Register map, names as in the netlist:
Other sequential cells in the stronger grey, the rest of the logic in the fainter grey.
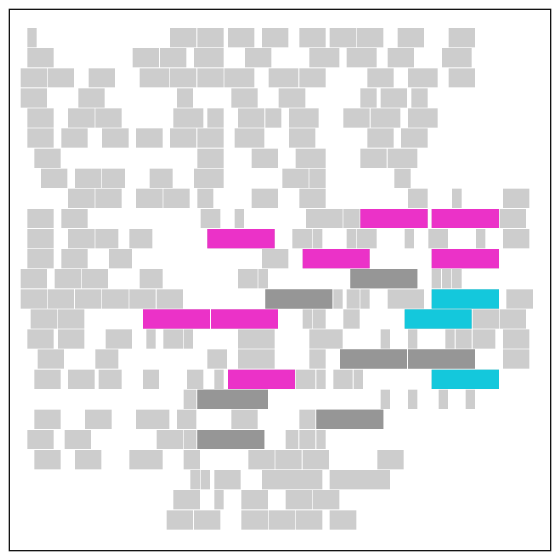
Cell classes on the final placement:
Fill, decap, tap and diode cells in grey.
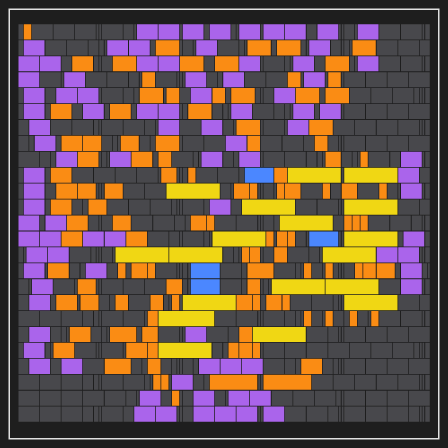
Cell outlines without signal wires:
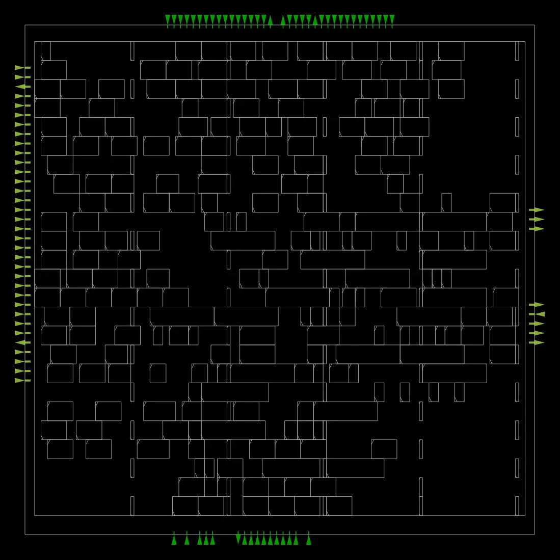
Wire density map:
Scale bar: 20 um. 15 x 15 tiles, from black (low) to pale yellow (high), scaled to the fullest tile. Values are wire area over tile area, all layers added.
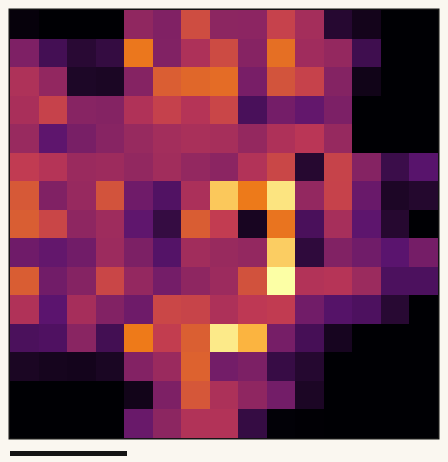
Design mux_scan_reg_flat, sky130hd; sources not shown.
==> impl_metrics.tcl <==
# place-and-route summary
set metrics [dict create \
    relSlewSlack_pct 36.2 \
    cts_resized 0 \
    synth-simple-area-share_pct 12.5 \
    first_pass_iters 4 \
    cts.path.max_buffers 2 \
    cts_tree "built" \
    clk_latency_ns 0.26 \
    grt_max_degree 39 \
    slew_viol_final 0 \
    grt_pass1_vias 1345 \
    status "complete, no violations" \
    h-tree-depth 1 \
    min_path_cells 2 \
    area_growth_pct 72.1 \
    clk_pin_slew_worst_paths_ns 0.07 \
    dr.first_iter.drc_count 46 \
    largestClassByArea "non-clock buffers" \
    reg2reg_setup_slack_ns 2.72 \
    die_x_um 73.1 \
    comb_share_pct 35.8 \
    common_cells "23 x nand2_1, 18 x dfrtp_1, 17 x mux2i_1, 16 x mux2_2" \
    post_drt_wl_per_cell_um 13.7 \
    dpl_cell_area_um2 2290 \
    p_clk_mw 0.124 \
    setup_viol 0 \
    sw_frac_of_total_pct 30.9 \
    drive_gt1_share_pct 10.7 \
    net-switching-power_mw 0.180 \
    hpwl_um 3200 \
    seq_area_um2 452 \
    grt_util_met1_pct 20.1 \
    hold_violations 0 \
    period_used_pct 45.6 \
    rsz0062_at_grt "no" \
    postCtsSetupBuffers 0 \
    maxPowerGroup "combinational logic" \
    logic_area_um2 841 \
    synth_cells 139 \
    ys_top_logic_family "multiplexers" \
    synth_area_um2 1370 \
    yosys.area.top_type "dfrtp_1" \
    tns_ns 0 \
    tool_warnings 26 \
    p_int_mw 0.402 \
    viasPerCell 4.70 \
    crit_fanout 27 \
    signal_buffers 91 \
    topCellsByArea "dfrtp_1 33%, mux2_2 13%, mux2i_1 12%, nand2_1 6.3%, a22o_1 5.1%" \
    p_comb_mw 0.250 \
    fp_nets 222 \
    p_comb_share_pct 43.0 \
    leakagePower_nw 0.969 \
    yosys.area.top_type_share_pct 33.0 \
    cts-root-buf "clkbuf_8" \
    dominantRegCellSynth "dfrtp_1" \
    bufAreaShareNonClock_pct 38.8 \
]
## Picture notes: 'register map, names as in the netlist'
[magenta] u_core.bus.out_data | placed flops: 8
[cyan] u_core.bus.out_sel | placed flops: 3
Final Util: 49.1%
fraction of area in registers: 19.2%

## Picture notes: 'cell classes on the final placement'
[blue] clock drivers and dummy loads | cells: 4
[yellow] registers | cells: 18
[orange] remaining logic cells | cells: 111
[purple] remaining buffers and delay cells | cells: 91
cell row count: 25
Design Area, Final: 2350 um^2
Core Footprint: 4790 um^2

## Picture notes: 'cell outlines without signal wires'
final non-filler cell total: 291
tap cells: 67
fill cell count: 452
flop count: 18

## Picture notes: 'wire density map'
emptiest ninth of the die: south-east
nearly empty tiles: 19%
mean over tiles: 0.12
fullest tile: 0.38
tiles over half the peak: 19%
total track usage: 15.7%
final wirelength: 3990 um
vias post-DR: 1368

